--- src/rtl/seg_rotation_decoder.sv ---
// seg_rotation_decoder: recovers step index, direction and lap count from a rotating single-segment 7-seg animation
// Ports: clk; reset (async, active-low); seg[6:0] abcdefg, an[3:0] one-hot digit enables (an[3]=leftmost), both async to clk;
//        step/step_valid last accepted step and its pulse; dir/dir_valid rotation direction; unknown, seq_err pulses;
//        stall level after timeout; lap_count completed revolutions mod 256.
module seg_rotation_decoder #(
  parameter int unsigned STABLE_CYCLES  = 4,
  parameter int unsigned TIMEOUT_CYCLES = 100_000_000,
  parameter logic [6:0]  TOP_PAT        = 7'b1100011,
  parameter logic [6:0]  BOT_PAT        = 7'b0011101
) (
  input  logic       clk,
  input  logic       reset,
  input  logic [6:0] seg,
  input  logic [3:0] an,
  output logic [2:0] step,
  output logic       step_valid,
  output logic       dir,
  output logic       dir_valid,
  output logic       unknown,
  output logic       seq_err,
  output logic       stall,
  output logic [7:0] lap_count
);
  localparam logic [1:0]  S_IDLE       = 2'd0;
  localparam logic [1:0]  S_FIRST      = 2'd1;
  localparam logic [1:0]  S_LOCKED     = 2'd2;
  localparam logic [7:0]  STABLE_MAX   = 8'(STABLE_CYCLES);
  localparam logic [31:0] TIMEOUT_LAST = 32'(TIMEOUT_CYCLES - 1);
  logic [10:0] sync1_q, sync2_q, prev_q;
  logic [7:0]  cnt_q, cnt_d, lap_q, lap_d;
  logic [31:0] timer_q, timer_d;
  logic [1:0]  state_q, state_d;
  logic [2:0]  step_q, step_d, s, nxt, prv;
  logic        step_valid_q, step_valid_d, dir_q, dir_d, dir_valid_q, dir_valid_d;
  logic        unknown_q, unknown_d, seq_err_q, seq_err_d, stall_q, stall_d;
  logic        same, fire, blank, one_hot, top, bot, cand, inc, dec;
  logic [6:0]  pseg;
  logic [3:0]  pan;
  always_comb begin
    pseg    = sync2_q[10:4];
    pan     = sync2_q[3:0];
    same    = sync2_q == prev_q;
    // fire on the increment that reaches STABLE_CYCLES so the FSM reacts on that same edge
    fire    = same && cnt_q == STABLE_MAX - 8'd1;
    cnt_d   = !same ? 8'd0 : (cnt_q == STABLE_MAX ? cnt_q : cnt_q + 8'd1);
    blank   = pan == 4'b0000;
    one_hot = pan == 4'b1000 || pan == 4'b0100 || pan == 4'b0010 || pan == 4'b0001;
    top     = one_hot && pseg == TOP_PAT;
    bot     = one_hot && pseg == BOT_PAT;
    s       = top ? (pan[3] ? 3'd0 : pan[2] ? 3'd1 : pan[1] ? 3'd2 : 3'd3)
                  : (pan[0] ? 3'd4 : pan[1] ? 3'd5 : pan[2] ? 3'd6 : 3'd7);
    // a re-settle onto the current step is not a new step once tracking has started
    cand    = fire && (top || bot) && !(s == step_q && state_q != S_IDLE);
    nxt     = step_q + 3'd1;
    prv     = step_q - 3'd1;
    inc     = s == nxt;
    dec     = s == prv;
    state_d      = state_q;
    step_d       = step_q;
    step_valid_d = 1'b0;
    dir_d        = dir_q;
    dir_valid_d  = dir_valid_q;
    unknown_d    = fire && !blank && !(top || bot);
    seq_err_d    = 1'b0;
    stall_d      = stall_q;
    lap_d        = lap_q;
    timer_d      = state_q == S_IDLE ? timer_q : timer_q + 32'd1;
    if (cand) begin
      step_d       = s;
      step_valid_d = 1'b1;
      stall_d      = 1'b0;
      timer_d      = 32'd0;
      if (state_q == S_IDLE) begin
        state_d = S_FIRST;
      end else if (inc || dec) begin
        dir_d       = inc;
        dir_valid_d = 1'b1;
        state_d     = S_LOCKED;
        lap_d       = lap_q + {7'd0, (inc && step_q == 3'd7) || (dec && step_q == 3'd0)};
      end else begin
        seq_err_d   = 1'b1;
        dir_valid_d = 1'b0;
        state_d     = S_FIRST;
      end
    end else if (state_q != S_IDLE && timer_q == TIMEOUT_LAST) begin
      stall_d     = 1'b1;
      dir_valid_d = 1'b0;
      state_d     = S_IDLE;
      timer_d     = 32'd0;
    end
  end
  always_ff @(posedge clk or negedge reset) begin
    if (!reset) begin
      sync1_q      <= '0;
      sync2_q      <= '0;
      prev_q       <= '0;
      cnt_q        <= '0;
      timer_q      <= '0;
      state_q      <= S_IDLE;
      step_q       <= '0;
      step_valid_q <= 1'b0;
      dir_q        <= 1'b0;
      dir_valid_q  <= 1'b0;
      unknown_q    <= 1'b0;
      seq_err_q    <= 1'b0;
      stall_q      <= 1'b0;
      lap_q        <= '0;
    end else begin
      sync1_q      <= {seg, an};
      sync2_q      <= sync1_q;
      prev_q       <= sync2_q;
      cnt_q        <= cnt_d;
      timer_q      <= timer_d;
      state_q      <= state_d;
      step_q       <= step_d;
      step_valid_q <= step_valid_d;
      dir_q        <= dir_d;
      dir_valid_q  <= dir_valid_d;
      unknown_q    <= unknown_d;
      seq_err_q    <= seq_err_d;
      stall_q      <= stall_d;
      lap_q        <= lap_d;
    end
  end
  assign step       = step_q;
  assign step_valid = step_valid_q;
  assign dir        = dir_q;
  assign dir_valid  = dir_valid_q;
  assign unknown    = unknown_q;
  assign seq_err    = seq_err_q;
  assign stall      = stall_q;
  assign lap_count  = lap_q;
endmodule

--- config.mk ---
export PLATFORM = sky130hd
export DESIGN_NAME = seg_rotation_decoder
export DESIGN_NICKNAME = d
export VERILOG_FILES = /design/src/rtl/seg_rotation_decoder.sv
export SDC_FILE = /design/constraint.sdc
export NUM_CORES = 1
export LEC_CHECK = 0
export ABC_AREA = 1
export CAP_MARGIN = 5
export CORE_ASPECT_RATIO = 0.9
export CORE_MARGIN = 10
export CORE_UTILIZATION = 50
export CTS_BUF_LIST = sky130_fd_sc_hd__clkbuf_16
export DETAILED_ROUTE_END_ITERATION = 12
export GPL_TIMING_DRIVEN = 1
export HOLD_SLACK_MARGIN = 0.1
export PLACE_DENSITY = 0.69
export SYNTH_ARGS = -nofsm -noshare
export SYNTH_HDL_FRONTEND = slang
export SYNTH_SLANG_ARGS = --single-unit
--- constraint.sdc ---
create_clock -name clk -period 2.61 [get_ports clk]
set_input_delay 0.3915 -clock clk [delete_from_list [all_inputs] [get_ports clk]]
set_output_delay 0.3915 -clock clk [all_outputs]
set_load 0.005 [all_outputs]
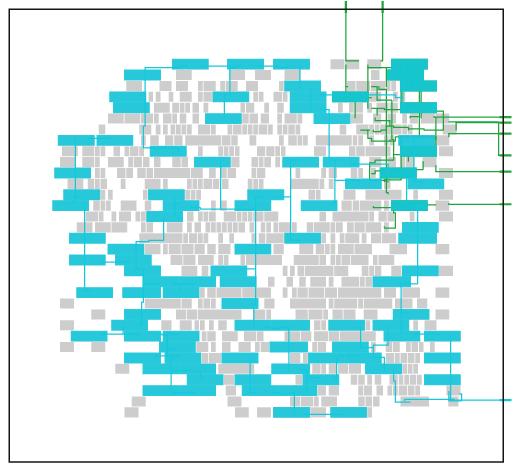
*Wires at chosen ports, followed through buffers, run 1*
Scale: 4 px per µm.
Key: green = `lap_count` [bits 8, direction output, edge 6 right, 2 top, end cells 8, wire 429 µm]; cyan = `reset` [bits 1, direction input, edge right, end cells 92, wire 660 µm]

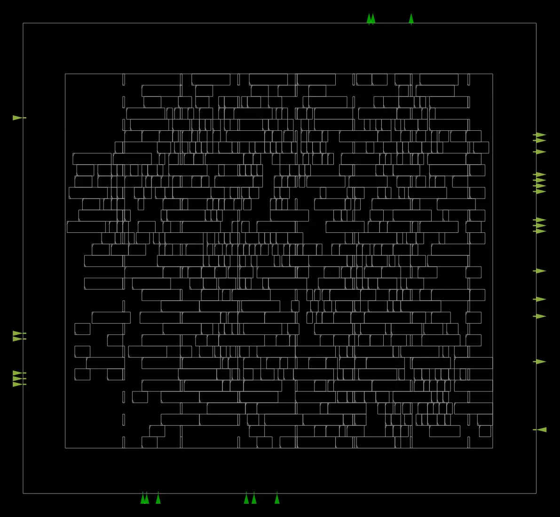
*Cell placement, run 1*
Core Footprint: 0.00921 mm²
flip-flops: 92
non-filler cells, final: 698

==> flow_summary.ini, run 1 <==
; synthesis and place-and-route metrics
[outcome]
status = completed

[finish]
filler_cell_count = 729
nMultiInputCombCells = 362
layout.clock.cell_area_share = 0.0599
inv_count = 57
n_antenna_cell = 0
comb_share = 0.398

[grt]
grt_util_met3 = 0.0403
pin_count_of_the_biggest_net_entering_global_routing = 58
gr-total-overflow = 0
busiest_layer = met2
use_met2 = 0.226
grtUsageTotal = 0.144

[die]
tapcell.inserted = 122
ioPinCount = 30

[cts]
cts_made_buffers = 9
tritoncts = done

[place]
io_buffers = 29
pre_cts_ws_ns = 0.0696

[synth]
register_area_share_after_synthesis = 0.481
post_synth_main_logic_family = simple AND/OR/NAND/NOR gates
synthMuxAreaShare = 0.00209
post-synth-top-area-fraction = 0.481
enable_flop_cells = 0
synthDominantAreaCellType = sky130_fd_sc_hd__dfrtp_1
yosys-top-cells-count = sky130_fd_sc_hd__nand2_1, sky130_fd_sc_hd__dfrtp_1, sky130_fd_sc_hd__inv_1, sky130_fd_sc_hd__nor2_1, sky130_fd_sc_hd__nand4_1

[drt]
route.detailed.wl_per_inst_um = 14.1

[setup_path]
worst_setup_sp_type = flip-flop
reg2reg_from = step[0]

[power_and_ir_drop]
seq_power_w = 0.00147
p_leak_nw = 2.47
maxPowerGroup = the clock network
clock_power_share = 0.484
power-per-cell-area_mw_per_mm2 = 540
cell_internal_pwr_w = 0.00246

[final_timing]
worst_slack_ns = 0.0904
maxSlewHeadroom = 0.664
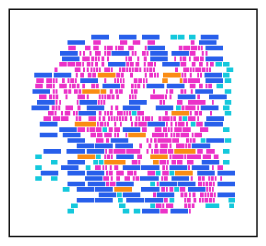
*Placed cells, one colour a class, run 1*
Scale: 2 px per µm.
Key: magenta = all other logic [cells 419]; orange = clock drivers and dummy loads [cells 16]; cyan = other buffers and delay cells [cells 49]; blue = flip-flops [cells 92]

-- run 1: metrics by stage --
| stage | instances | util | total power, W | setup TNS (ns) | hold slack, ns |
|---|---|---|---|---|---|
| final | 698 | 0.628 | 0.00312 | 0 | 0.350 |
| after CTS | 687 | 0.607 | 0.00312 | 0 | 0.352 |
| after detailed placement | 670 | 0.568 | 0.00161 | 0 | 0.335 |
| after global routing | 698 | 0.628 | 0.00323 | -0.219 | 0.355 |
| after global placement | 670 | 0.568 | 0.00161 | 0 | 0.334 |
| after floorplan | 518 | - | 0.00154 | 0 | 0.0959 |
-- run 1: state kept, by name, indices dropped and copies added, names as in the netlist --
register and flops:
timer_q 32, lap_count 8, dir_valid 1, step_valid 1, sync1_q 11, prev_q 11
state_q 2, sync2_q 11, seq_err 1, cnt_q 8, step 3, stall 1
dir 1, unknown 1
--- run 2 (diff from run 1) ---
--- a/config.mk
+++ b/config.mk
@@ -9,12 +9,12 @@
 export CAP_MARGIN = 5
 export CORE_ASPECT_RATIO = 0.9
 export CORE_MARGIN = 10
-export CORE_UTILIZATION = 50
+export CORE_UTILIZATION = 59
 export CTS_BUF_LIST = sky130_fd_sc_hd__clkbuf_16
 export DETAILED_ROUTE_END_ITERATION = 12
 export GPL_TIMING_DRIVEN = 1
 export HOLD_SLACK_MARGIN = 0.1
-export PLACE_DENSITY = 0.69
+export PLACE_DENSITY = 0.79
 export SYNTH_ARGS = -nofsm -noshare
 export SYNTH_HDL_FRONTEND = slang
 export SYNTH_SLANG_ARGS = --single-unit
==> run 2 against run 1 <==
Net effect:
- worst setup slack is essentially flat
- total power shrank 5.4%
- highest routed layer unchanged
- critical endpoint is now lap_count[4]
- hold slack is essentially flat
==> flow_summary.ini, run 2 <==
; synthesis and place-and-route metrics
[power_and_ir_drop]
power-per-cell-area_mw_per_mm2 = 519
cell_internal_pwr_w = 0.00234
seq_power_w = 0.00147
clock_power_share = 0.456
post-layout-total-power_w = 0.00296
p_leak_nw = 2.46
power.share.combinational = 0.047
maxPowerGroup = sequential cells

[synth]
synthDominantAreaCellType = sky130_fd_sc_hd__dfrtp_1
syn_area_mm2 = 0.00479
post-synth-top-area-fraction = 0.481
yosys-top-cells-count = sky130_fd_sc_hd__nand2_1, sky130_fd_sc_hd__dfrtp_1, sky130_fd_sc_hd__inv_1, sky130_fd_sc_hd__nor2_1, sky130_fd_sc_hd__nand4_1
enable_flop_cells = 0
gate_count_post_synth = 518

[setup_path]
end_kind = flip-flop
reg2reg_from = sync2_q[6]
worst_setup_sp_type = flip-flop
cp.arrival_ns = 2.80

[final_timing]
fin_tns_setup_ns = 0
timing.hold.ws_ns = 0.350
worst_slack_ns = 0.0907
maxSlewHeadroom = 0.594

[drt]
route.detailed.wl_per_inst_um = 15.0
detailroute.wirelength.met2_um = 4960

[grt]
grt_pass1_vias = 3581
use_met2 = 0.259
grt_util_met3 = 0.0425
gr-total-overflow = 0
pin_count_of_the_biggest_net_entering_global_routing = 55
busiest_layer = met2
grtUsageTotal = 0.162

[finish]
final_core_utilization = 0.714
largest_register_ffs = 32
filler_cell_count = 580
final_layout_top_logic_cell = sky130_fd_sc_hd__nand2_1
n_antenna_cell = 0
largest_reg_by_ff_count = timer_q

[place]
io_buffers = 29
pre_cts_ws_ns = 0.0197
place.detailed.instances = 644

[cts]
tritoncts = done
post_cts.resized_instances = 1
cts_made_buffers = 9

[outcome]
status = completed

[die]
design.core.area_mm2 = 0.00799
## run 2: area by class of cell
cell class	count	share of cell area
inverters	57	0.0384
clock buffers	9	0.0395
flip-flops and latches	92	0.405
well taps	99	0.0217
multi-input cells	362	0.405
repair buffers	46	0.0755
clock inverters	7	0.0147
## run 2: cell families after synthesis
logic type      after synthesis  synth area share
buf+inv                      64            0.0604
compound gates               26            0.0293
simple gates                286             0.331
mux                           1           0.00209
xor+xnor                     40            0.0732
fa+ha+maj                     9            0.0235
flops                        92             0.481
## run 2: worst max-delay path, delay by kind of cell (launching register included)
kind	cells	cell delay, ns
simple gates	12	1.29
xor+xnor	1	0.18
buf+inv	1	0.06
fa+ha+maj	2	0.44
compound gates	1	0.06
flops	1	0.42
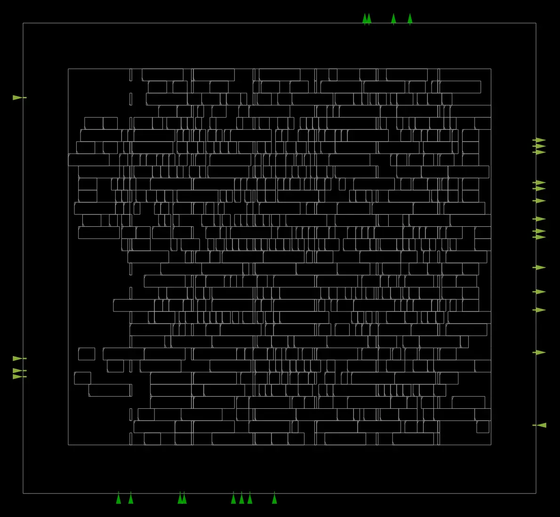
*Cell placement, run 2*
number of standard-cell rows in the floorplan: 31
non-filler cells, final: 672

--- run 3 (diff from run 2) ---
--- a/config.mk
+++ b/config.mk
@@ -14,7 +14,7 @@
 export DETAILED_ROUTE_END_ITERATION = 12
 export GPL_TIMING_DRIVEN = 1
 export HOLD_SLACK_MARGIN = 0.1
-export PLACE_DENSITY = 0.79
+export PLACE_DENSITY_LB_ADDON = 0.15
 export SYNTH_ARGS = -nofsm -noshare
 export SYNTH_HDL_FRONTEND = slang
 export SYNTH_SLANG_ARGS = --single-unit
==> run 3 against run 2 <==
Net effect:
- non-clock buffer count grew 3
- global-route usage about the same
- maximum frequency rose by 3.5%
- critical endpoint is now lap_count[7]
- final cell count increased by 0.45%
- largest cell class unchanged
- highest routed layer unchanged
- utilization increased by 0.094 points
- sequential share of layout area is essentially flat
- hold slack worse by 0.00090 ns
- clock power fell by 4%
==> flow_summary.ini, run 3 <==
; synthesis and place-and-route metrics
[synth]
enable_flop_cells = 0
xor_share = 0.0732
post_synth_fa_ha_maj_area_fraction = 0.0235
syn_area_mm2 = 0.00479
ys_sh_simple = 0.331
post_synth_main_logic_family = simple AND/OR/NAND/NOR gates
synthDominantAreaCellType = sky130_fd_sc_hd__dfrtp_1
gate_count_post_synth = 518
synthMuxAreaShare = 0.00209

[final_timing]
worst_slack_ns = 0.176
fin_tns_setup_ns = 0
maxSlewHeadroom = 0.614
timing.hold.ws_ns = 0.349

[grt]
grt_pass1_vias = 3526
grtUsageTotal = 0.162
gr-total-overflow = 0

[finish]
n_antenna_cell = 0
largest_register_ffs = 32
final_layout_top_logic_cell = sky130_fd_sc_hd__nand2_1
final_cells = 675
final_core_utilization = 0.715

[power_and_ir_drop]
post-layout-total-power_w = 0.00290
power-per-cell-area_mw_per_mm2 = 508

[die]
design.core.area_mm2 = 0.00799
fp-row-count = 31

[setup_path]
worst_setup_sp_type = flip-flop
reg2reg_from = sync2_q[2]
worstPathBufferInverterCount = 1
timing.critical_path.depth = 17
path_delay_family = simple AND/OR/NAND/NOR gates
end_kind = flip-flop
cp.arrival_ns = 2.72

[place]
pre_cts_ws_ns = 0.00322
place.detailed.instances = 646

[outcome]
status = completed

[cts]
tritoncts = done
cts_made_buffers = 9
## run 3: per-layer routing
layer / track usage / vias up
met5: 0 / -
met2: 0.250 / 78
met4: 0.0557 / 0
li1: - / 1797
met1: 0.217 / 1754
met3: 0.0385 / 15
## run 3: final cells by class
class	instances	area [µm²]
clock buffers	9	225
well taps	99	124
multi-input cells	362	2300
repair buffers	49	453
flip-flops and latches	92	2310
inverters	57	219
fillers	581	2280
clock inverters	7	76.3
## run 3: where the power goes
group / internal, W / total (W) / switching [W]
clock network: 0.000681 / 0.00130 / 0.000615
logic: 0.0000579 / 0.000130 / 0.0000720
registers: 0.00145 / 0.00147 / 0.0000222
## run 3: what timing repair did
action,CTS,global route
hold buffers,1,0
buffers inserted,0,12
resized,1,31
hold endpoints to repair,37,0
pin swaps,0,7
setup endpoints to repair,1,6
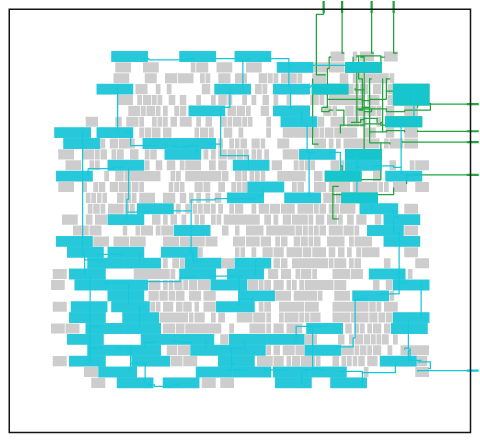
*Wires at chosen ports, followed through buffers, run 3*
Scale: 4 px per µm.
Key: cyan = `reset` [bits 1, direction input, edge right, end cells 92, wire 638 µm]; green = `lap_count` [bits 8, direction output, edge 4 right, 4 top, end cells 8, wire 426 µm]
I/O pin count: 30
tally of buffers added on design ports: 29


==> notes/layouts.md <==
Pictures saved along the way, in no particular order.

Sequential cells coloured by netlist name.
Scale: 2 px per µm.
(a)
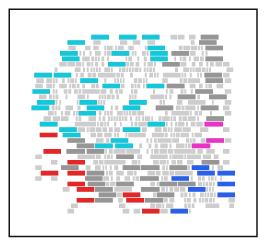
(b)
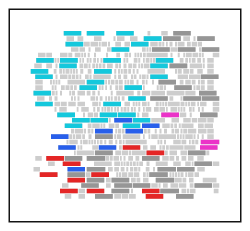
(b) comes from run 2.
(a) comes from run 1.

Key to (b):
Key: blue = `cnt_q` [sequential cells 8]; magenta = `step` [sequential cells 3]; red = `sync1_q` [sequential cells 11]; cyan = `timer_q` [sequential cells 32]

No activity file was given, so power comes from the tool's default toggle rates.
